**Run 1: clock nets**

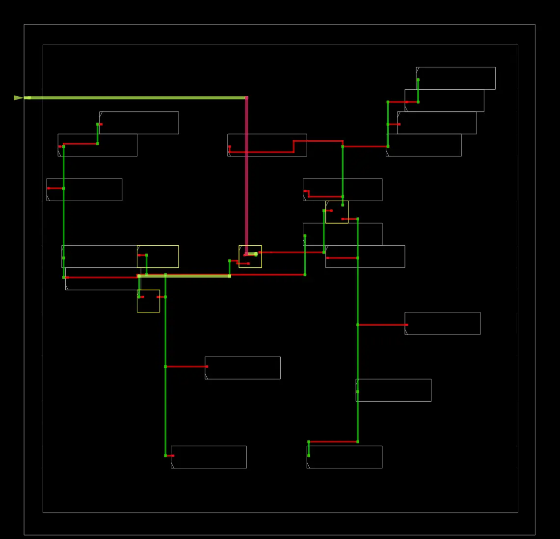
**Run 1: supply network**

Drawn at 6 px/um. Pins as bars on the die edge.
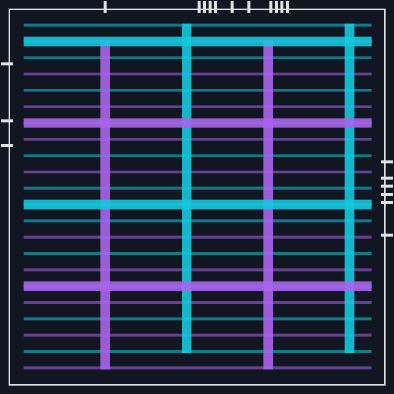
**Run 1: clock distribution**

Drawn at 4 px/um.
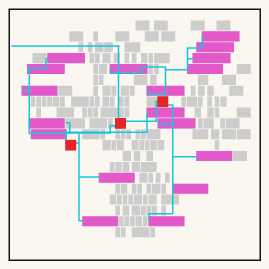
--- config.mk ---
export PLATFORM = sky130hd
export DESIGN_NAME = kp_key_injector
export DESIGN_NICKNAME = d
export VERILOG_FILES = /design/src/rtl/kp_key_injector.sv
export SDC_FILE = /design/constraint.sdc
export NUM_CORES = 1
export LEC_CHECK = 0
export ABC_AREA = 1
export ABC_CLOCK_PERIOD_IN_PS = 3800
export CAP_MARGIN = 10
export CORE_MARGIN = 2
export CORE_UTILIZATION = 33
export DETAILED_ROUTE_END_ITERATION = 8
export SYNTH_ARGS = -nofsm -noshare
export SYNTH_HDL_FRONTEND = slang
export SYNTH_SLANG_ARGS = --single-unit
--- constraint.sdc ---
create_clock -name i_sys_clock -period 3.8 [get_ports i_sys_clock]
set_input_delay 0.38 -clock i_sys_clock [delete_from_list [all_inputs] [get_ports i_sys_clock]]
set_output_delay 0.38 -clock i_sys_clock [all_outputs]
set_load 0.02 [all_outputs]
--- src/rtl/kp_key_injector.sv ---
// rtl/kp_key_injector.sv - operator keypad emulator answering column strobes with a row pattern
module kp_key_injector #(
  parameter int HOLD_SCANS    = 4,
  parameter int RELEASE_SCANS = 2
) (
  input  logic       i_sys_clock,
  input  logic       i_sys_reset,
  input  logic       i_kp_req_valid,
  output logic       o_kp_req_ready,
  input  logic [3:0] i_kp_req_keycode,
  input  logic       i_kp_abort,
  input  logic [3:0] i_kp_keypad_column,
  output logic [3:0] o_kp_keypad_row,
  output logic       o_kp_busy,
  output logic       o_kp_done,
  output logic       o_kp_err
);

  typedef enum logic [1:0] {
    ST_IDLE    = 2'd0,
    ST_PRESS   = 2'd1,
    ST_RELEASE = 2'd2
  } state_t;

  localparam logic [3:0] LP_HOLD    = HOLD_SCANS[3:0];
  localparam logic [3:0] LP_RELEASE = RELEASE_SCANS[3:0];
  localparam logic [3:0] LP_KEY_MAX = 4'hC;
  localparam logic [3:0] LP_ALL_HI  = 4'b1111;

  state_t     r_state;
  state_t     w_state_nxt;
  logic [3:0] r_cnt;
  logic [3:0] w_cnt_nxt;
  logic [3:0] r_key;
  logic [3:0] w_key_nxt;
  logic [3:0] w_row_nxt;
  logic       w_done_nxt;
  logic       w_err_nxt;

  logic       w_idle_slot;
  logic [3:0] w_cnt_inc;
  logic [3:0] w_col_ahead;
  logic [3:0] w_target_col;
  logic [3:0] w_row_pat;

  // Scanner column sequence; anything unexpected restarts at the first column.
  function automatic logic [3:0] f_next_col(input logic [3:0] col);
    case (col)
      4'b1110: f_next_col = 4'b1101;
      4'b1101: f_next_col = 4'b1011;
      4'b1011: f_next_col = 4'b0111;
      4'b0111: f_next_col = 4'b1111;
      default: f_next_col = 4'b1110;
    endcase
  endfunction

  assign w_idle_slot  = (i_kp_keypad_column == LP_ALL_HI);
  assign w_cnt_inc    = (r_cnt == 4'hF) ? r_cnt : r_cnt + 4'd1;
  // The scanner registers our row and pairs it with the column after next.
  assign w_col_ahead  = f_next_col(f_next_col(i_kp_keypad_column));
  assign w_target_col = ~(4'b0001 << r_key[3:2]);
  assign w_row_pat    = ~(4'b0001 << r_key[1:0]);

  // Next-state, counter, latched keycode and registered-output decode.
  always_comb begin
    w_state_nxt = r_state;
    w_cnt_nxt   = r_cnt;
    w_key_nxt   = r_key;
    w_row_nxt   = LP_ALL_HI;
    w_done_nxt  = 1'b0;
    w_err_nxt   = 1'b0;
    case (r_state)
      ST_IDLE: begin
        if (i_kp_req_valid) begin
          if (i_kp_req_keycode <= LP_KEY_MAX) begin
            w_key_nxt   = i_kp_req_keycode;
            w_cnt_nxt   = 4'd0;
            w_state_nxt = ST_PRESS;
          end else begin
            w_err_nxt = 1'b1;
          end
        end
      end
      ST_PRESS: begin
        if (i_kp_abort) begin
          w_state_nxt = ST_IDLE;
        end else if (w_idle_slot) begin
          if (w_cnt_inc == LP_HOLD) begin
            w_cnt_nxt   = 4'd0;
            w_state_nxt = ST_RELEASE;
          end else begin
            w_cnt_nxt = w_cnt_inc;
          end
        end
        if (w_state_nxt == ST_PRESS && w_col_ahead == w_target_col) begin
          w_row_nxt = w_row_pat;
        end
      end
      ST_RELEASE: begin
        if (i_kp_abort) begin
          w_state_nxt = ST_IDLE;
        end else if (w_idle_slot) begin
          if (w_cnt_inc == LP_RELEASE) begin
            w_cnt_nxt   = 4'd0;
            w_done_nxt  = 1'b1;
            w_state_nxt = ST_IDLE;
          end else begin
            w_cnt_nxt = w_cnt_inc;
          end
        end
      end
      default: begin
        w_state_nxt = ST_IDLE;
      end
    endcase
  end

  // State and registered outputs; reset releases the key immediately.
  always_ff @(posedge i_sys_clock or posedge i_sys_reset) begin
    if (i_sys_reset) begin
      r_state         <= ST_IDLE;
      r_cnt           <= 4'd0;
      r_key           <= LP_ALL_HI;
      o_kp_keypad_row <= LP_ALL_HI;
      o_kp_req_ready  <= 1'b1;
      o_kp_busy       <= 1'b0;
      o_kp_done       <= 1'b0;
      o_kp_err        <= 1'b0;
    end else begin
      r_state         <= w_state_nxt;
      r_cnt           <= w_cnt_nxt;
      r_key           <= w_key_nxt;
      o_kp_keypad_row <= w_row_nxt;
      o_kp_req_ready  <= (w_state_nxt == ST_IDLE);
      o_kp_busy       <= (w_state_nxt != ST_IDLE);
      o_kp_done       <= w_done_nxt;
      o_kp_err        <= w_err_nxt;
    end
  end

endmodule

==> out/results.tsv, run 1 <==
stage	metric	value	unit
run_status	outcome	complete, no violations	
logic_synthesis	post_synth_most_frequent_cells	sky130_fd_sc_hd__nand2_1 (30), sky130_fd_sc_hd__inv_1 (28), sky130_fd_sc_hd__nor2_1 (16), sky130_fd_sc_hd__dfrtp_1 (9), sky130_fd_sc_hd__dfstp_2 (9)	
sta	fin_worst_hold_slack	0.477	ns
cts	cts.path.max_buffers	2	
drt	routed_wire_length_per_instance	11.1	um
finish	nFillCells	344	
grt	global_route.overflow_total	0	
setup_path	reg2regPathDepth	11	
sta	tns	0	ns
sta	timing.final.crit_share	48.1	%
logic_synthesis	synth-cells-yosys	147	
grt	grt.met1_usage	16.8	%
logic_synthesis	top_cell	sky130_fd_sc_hd__nand2_1	
floorplan	floorplan.die_area	3890	sq um
finish	clockNetworkAreaShare	2.58	%
place	placedCellCount	212	
pwr	top_pwr_grp	sequential cells	
cts	clkTransAtPathRegs	0.11	ns
logic_synthesis	synth_cell_type_count	23	
setup_path	worstPathBufferInverterCount	1	
finish	sequential_share_of_cell_area	32.8	%
setup_path	critical_path.cell_chain	clkdlybuf4s50_1	
setup_path	critPathSlowestCell	sky130_fd_sc_hd__clkdlybuf4s50_1	
place	dpl.hpwl	1910	um
pwr	comb-power	282	uW
logic_synthesis	synth.logic.top_family	simple AND/OR/NAND/NOR gates	
drt	detailroute.via_count	1008	
sta	worstMarginPinSlew	0.681	ns
cts	cts.repair.resized	0	
drt	post-route-drc-count	0	
grt	global_route_met2_utilization	23.0	%
floorplan	tap_cells	46	
logic_synthesis	dominantRegCellSynth	sky130_fd_sc_hd__dfstp_2	
job	drv_cap	0	
grt	grt.busiest_layer	met2	
drt	route.antenna.remaining_nets	0	
finish	antennaDiodeCount	0	
finish	multiInputCombCellCount	99	
grt	grt_pass1_vias	967	
floorplan	cell_row_count	21	
logic_synthesis	synth_compound_gate_area_share	8.91	%
finish	mostFrequentLayoutCell	sky130_fd_sc_hd__nand2_1	
finish	comb_share	39.0	%
finish	layout.core_utilization	42.5	%
finish	sequential_cell_area	462	sq um
logic_synthesis	post_synth_fa_ha_maj_area_fraction	7.80	%
sta	setup_repair_after_global_routing_missed_its_margin	no	
cts	ctsHtreeMaxLevel	1	
floorplan	floorplan.io_pins	20	
setup_path	critical_path.top_delay_family	buffers and inverters	
setup_path	timing.reg2reg.setup_slack	2.11	ns
place	place_area	1370	sq um
pwr	p_comb_share	40.6	%
finish	final.signal_buffer_count	19	
setup_path	timing.critical_path.depth	1	
pwr	p_leak	0.684	nW
grt	grtUsageMet3	4.17	%
cts	clockRootBuffer	sky130_fd_sc_hd__clkbuf_4	
grt	grt_antenna_before_repair	0	
sta	hold_viol_final	0	
finish	inverters_excl_clock	30	
logic_synthesis	topCellsByArea	sky130_fd_sc_hd__dfstp_2 (21%), sky130_fd_sc_hd__dfrtp_1 (20%), sky130_fd_sc_hd__nand2_1 (10%)	
finish	design_area	1410	sq um
cts	cts.repair_timing.setup_buffer_count	0	
logic_synthesis	yosys.stat.chipArea	1120	sq um
drt	detail_route.iter0.violations	31	
logic_synthesis	yosys.area_share.simple	30.2	%
drt	met2_length	1140	um
sta	fmaxAchievable	0.547	GHz
finish	layout.buffer.nonclock.area_share	13.5	%
pwr	p_seq	291	uW
setup_path	critical_path_class	reg2out	
drt	routedLengthMet1	1120	um
logic_synthesis	synth-xor-area-share	0	%
grt	track_usage	13.5	%
floorplan	floorplan.initialDensity	33.9	%
place	preCtsSetupSlack	1.91	ns
drt	detail_route.first_pass.iterations	4	
cts	numClockSinks	18	
place	port_buffers	19	
logic_synthesis	share_of_yosys_cell_area_claimed_by_the_top_area_cell_type	21.0	%
drt	finalWirelength	2400	um
sta	finalWorstPathRequiredPeriod	1.83	ns
setup_path	cp.required	3.42	ns
Notes on 'clock nets' above:
number of buffers created by CTS: 3
count of flip-flops and latches: 18

Notes on 'supply network' above:
cyan -> VDD
purple -> VSS
rows = 21
met4 straps = 4
core region area: 3310 sq um
chip width: 62.4 um
die height: 62.4 um
worst vdd ir: 0.310 mV

Notes on 'clock distribution' above:
cyan -> clock wires  # length 267 um
magenta -> flip-flops  # count 18
red -> clock-net drivers  # count 3
routed clock nets = 4
insertion delay to the later sink of the worst-skew pair: 0.30 ns
power dissipated in the clock network: 121 uW
Worst Skew: 0.00445 ns

**Run 1: metal layers overlaid**

Drawn at 8 px/um.
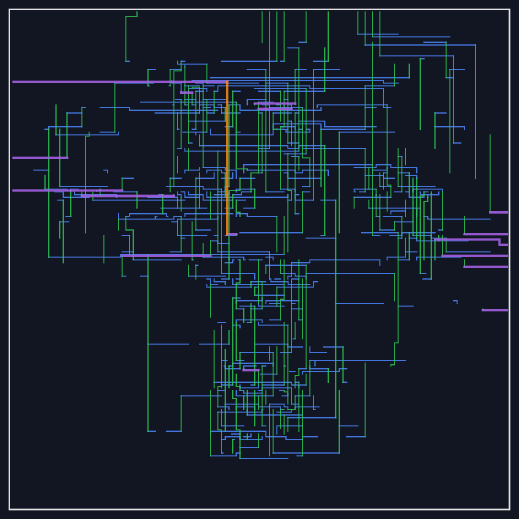

## Run 2: what changed since run 1
--- a/config.mk
+++ b/config.mk
@@ -6,7 +6,7 @@
 export NUM_CORES = 1
 export LEC_CHECK = 0
 export ABC_AREA = 1
-export ABC_CLOCK_PERIOD_IN_PS = 3800
+export ABC_CLOCK_PERIOD_IN_PS = 1600
 export CAP_MARGIN = 10
 export CORE_MARGIN = 2
 export CORE_UTILIZATION = 33
==> constraint.sdc (replaced) <==
create_clock -name i_sys_clock -period 1.6 [get_ports i_sys_clock]
set_input_delay 0.16 -clock i_sys_clock [delete_from_list [all_inputs] [get_ports i_sys_clock]]
set_output_delay 0.16 -clock i_sys_clock [all_outputs]
set_load 0.02 [all_outputs]
**Run 2: metal layers overlaid**

Drawn at 8 px/um.
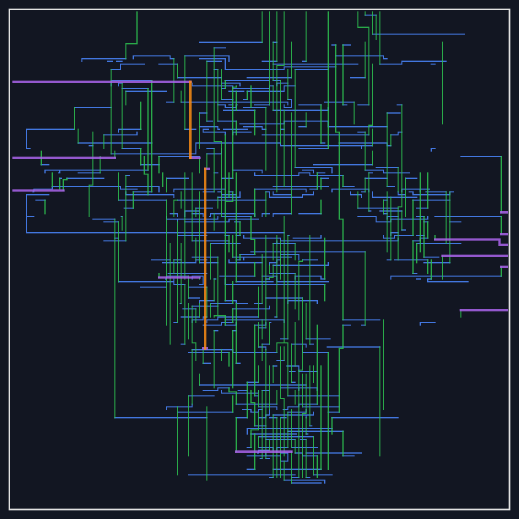
purple -> M3  # wire length 80.0 um
blue -> M1  # wire length 1,210 um
orange -> M4  # wire length 32.0 um
green -> M2  # wire length 1,310 um
drt wl/cell: 11.3 um
final routed wirelength across all metal layers: 2630 um
number of vias in the routed layout: 1,070

==> out/results.tsv, run 2 <==
stage	metric	value	unit
run_status	outcome	finished with violations	
run_status	failed_checks	setup timing	
logic_synthesis	yosys.area_share.simple	30.2	%
finish	clockNetworkAreaShare	2.19	%
sta	worst_clock_skew	0.00643	ns
cts	clockRootBuffer	sky130_fd_sc_hd__clkbuf_4	
setup_path	critical_path.cell_chain	buf_6, ha_4, inv_2, nand2_2, nand2_2, nor2_4, nand3_4, nand2_4, nand2_2, nand2_2, nand2_2, nand2_1	
place	place_area	1420	sq um
floorplan	fp.dieW	62.4	um
place	preCtsSetupSlack	-0.0940	ns
finish	layout.buffer.nonclock.area_share	19.9	%
floorplan	floorplan.initialDensity	33.9	%
sta	fmaxAchievable	0.619	GHz
setup_path	timing.critical_path.depth	12	
grt	grtUsageMet3	2.36	%
job	drv_cap	0	
sta	fin_worst_hold_slack	0.156	ns
logic_synthesis	topCellsByArea	sky130_fd_sc_hd__dfstp_2 (21%), sky130_fd_sc_hd__dfrtp_1 (20%), sky130_fd_sc_hd__nand2_1 (10%)	
drt	route.antenna.remaining_nets	0	
logic_synthesis	post_synth_fa_ha_maj_area_fraction	7.80	%
setup_path	reg2regPathDepth	12	
setup_path	cp.required	1.85	ns
finish	nFillCells	340	
place	port_buffers	19	
cts	numClockSinks	18	
logic_synthesis	share_of_yosys_cell_area_claimed_by_the_top_area_cell_type	21.0	%
finish	antennaDiodeCount	0	
place	placedCellCount	219	
floorplan	floorplan.die_area	3890	sq um
sta	setup_repair_after_global_routing_missed_its_margin	yes	
logic_synthesis	yosys.stat.chipArea	1120	sq um
grt	grt_pass1_vias	1067	
sta	worstMarginPinSlew	0.281	ns
drt	detail_route.first_pass.iterations	5	
pwr	p_comb_share	48.2	%
logic_synthesis	top_cell	sky130_fd_sc_hd__nand2_1	
cts	cts.path.max_buffers	2	
logic_synthesis	post_synth_most_frequent_cells	sky130_fd_sc_hd__nand2_1 (30), sky130_fd_sc_hd__inv_1 (28), sky130_fd_sc_hd__nor2_1 (16), sky130_fd_sc_hd__dfrtp_1 (9), sky130_fd_sc_hd__dfstp_2 (9)	
setup_path	worstPathBufferInverterCount	2	
finish	layout.core_utilization	50.0	%
sta	setup-violations-final	1	
grt	global_route_met2_utilization	25.5	%
pwr	top_pwr_grp	combinational cells	
logic_synthesis	synth_compound_gate_area_share	8.91	%
floorplan	tap_cells	46	
sta	post-route-worst-setup-slack	-0.0145	ns
logic_synthesis	synth-xor-area-share	0	%
finish	multiInputCombCellCount	99	
sta	tns	-0.0145	ns
pwr	p_leak	0.771	nW
finish	final.signal_buffer_count	36	
floorplan	cell_row_count	21	
grt	grt.met1_usage	17.9	%
drt	routedLengthMet1	1210	um
pwr	pwr.group.clock	295	uW
floorplan	die-height	62.4	um
sta	hold_viol_final	0	
cts	clkTransAtPathRegs	0.12	ns
finish	sequential_share_of_cell_area	27.9	%
finish	seq_cell_count	18	
setup_path	critical_path_class	reg2reg	
pwr	p_seq	690	uW
drt	detail_route.iter0.violations	29	
finish	inverters_excl_clock	30	
## Run 3: what changed since run 2
--- a/config.mk
+++ b/config.mk
@@ -11,6 +11,7 @@
 export CORE_MARGIN = 2
 export CORE_UTILIZATION = 33
 export DETAILED_ROUTE_END_ITERATION = 8
+export SLEW_MARGIN = 20
 export SYNTH_ARGS = -nofsm -noshare
 export SYNTH_HDL_FRONTEND = slang
 export SYNTH_SLANG_ARGS = --single-unit
**Run 3: clock distribution**

Drawn at 4 px/um.
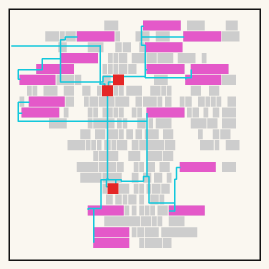
red -> clock-net drivers  # count 3
cyan -> clock wires  # length 275 um
magenta -> flip-flops  # count 18
flops lie = spread over the die
routed clock nets = 4
Worst Skew: 0.00643 ns
power dissipated in the clock network: 295 uW

==> out/results.tsv, run 3 <==
stage	metric	value	unit
run_status	outcome	finished with violations	
run_status	failed_checks	setup timing	
cts	number_of_buffers_created_by_cts	3	
logic_synthesis	synth_cell_type_count	23	
place	placedCellCount	219	
finish	sequential_share_of_cell_area	27.9	%
pwr	comb-power	917	uW
drt	met2_length	1310	um
setup_path	cp.required	1.85	ns
logic_synthesis	dominantRegCellSynth	sky130_fd_sc_hd__dfstp_2	
setup_path	critical_path_class	reg2reg	
setup_path	timing.critical_path.depth	12	
grt	track_usage	14.6	%
floorplan	tap_cells	46	
finish	layout.buffer.nonclock.area_share	19.9	%
logic_synthesis	synth-cells-yosys	147	
setup_path	critical_path.cell_chain	buf_6, ha_4, inv_2, nand2_2, nand2_2, nor2_4, nand3_4, nand2_4, nand2_2, nand2_2, nand2_2, nand2_1	
setup_path	reg2regPathDepth	12	
cts	cts.path.max_buffers	2	
finish	layout.core_utilization	50.0	%
sta	timing.final.crit_share	101	%
finish	seq_cell_count	18	
logic_synthesis	topCellsByArea	sky130_fd_sc_hd__dfstp_2 (21%), sky130_fd_sc_hd__dfrtp_1 (20%), sky130_fd_sc_hd__nand2_1 (10%)	
floorplan	cell_row_count	21	
finish	mostFrequentLayoutCell	sky130_fd_sc_hd__inv_1	
sta	post-route-worst-setup-slack	-0.0145	ns
grt	grt_antenna_before_repair	0	
place	place_area	1420	sq um
setup_path	worstPathBufferInverterCount	2	
finish	multiInputCombCellCount	99	
place	preCtsSetupSlack	-0.0940	ns
grt	grt.met1_usage	17.9	%
place	port_buffers	19	
job	drv_cap	0	
logic_synthesis	post_synth_most_frequent_cells	sky130_fd_sc_hd__nand2_1 (30), sky130_fd_sc_hd__inv_1 (28), sky130_fd_sc_hd__nor2_1 (16), sky130_fd_sc_hd__dfrtp_1 (9), sky130_fd_sc_hd__dfstp_2 (9)	
grt	global_route_met2_utilization	25.5	%
pwr	max-vdd-ir-drop	0.764	mV
logic_synthesis	yosys.stat.chipArea	1120	sq um
sta	fin_worst_hold_slack	0.156	ns
logic_synthesis	yosys.area_share.simple	30.2	%
pwr	p_comb_share	48.2	%
finish	final.signal_buffer_count	36	
sta	worstMarginPinSlew	0.281	ns
cts	numClockSinks	18	
grt	global_route.overflow_total	0	
drt	routedLengthMet1	1210	um
logic_synthesis	synth_compound_gate_area_share	8.91	%
sta	finalWorstPathRequiredPeriod	1.61	ns
cts	clk_latency	0.30	ns
floorplan	fp.dieW	62.4	um
pwr	p_seq	690	uW
floorplan	die-height	62.4	um
grt	grtUsageMet3	2.36	%
sta	tns	-0.0145	ns
place	dpl.hpwl	1990	um
finish	sequential_cell_area	463	sq um
drt	detail_route.iter0.violations	29	
finish	antennaDiodeCount	0	
drt	detail_route.first_pass.iterations	5	
grt	grt.busiest_layer	met2	
setup_path	critPathSlowestCell	sky130_fd_sc_hd__dfrtp_1	
cts	cts.repair.resized	13	
floorplan	floorplan.die_area	3890	sq um
finish	comb_share	39.7	%
finish	inverters_excl_clock	30	
sta	setup_repair_after_global_routing_missed_its_margin	yes	
grt	grt_pass1_vias	1067	
cts	cts.repair_timing.setup_buffer_count	4	
logic_synthesis	synth-xor-area-share	0	%
drt	routed_wire_length_per_instance	11.3	um
sta	setup-violations-final	1	
finish	design_area	1660	sq um
finish	nFillCells	340	
cts	clockRootBuffer	sky130_fd_sc_hd__clkbuf_4	
cts	clkTransAtPathRegs	0.12	ns
sta	fmaxAchievable	0.619	GHz
drt	route.antenna.remaining_nets	0	
Power figures rest on the tool's default switching activity, not on a simulated workload.
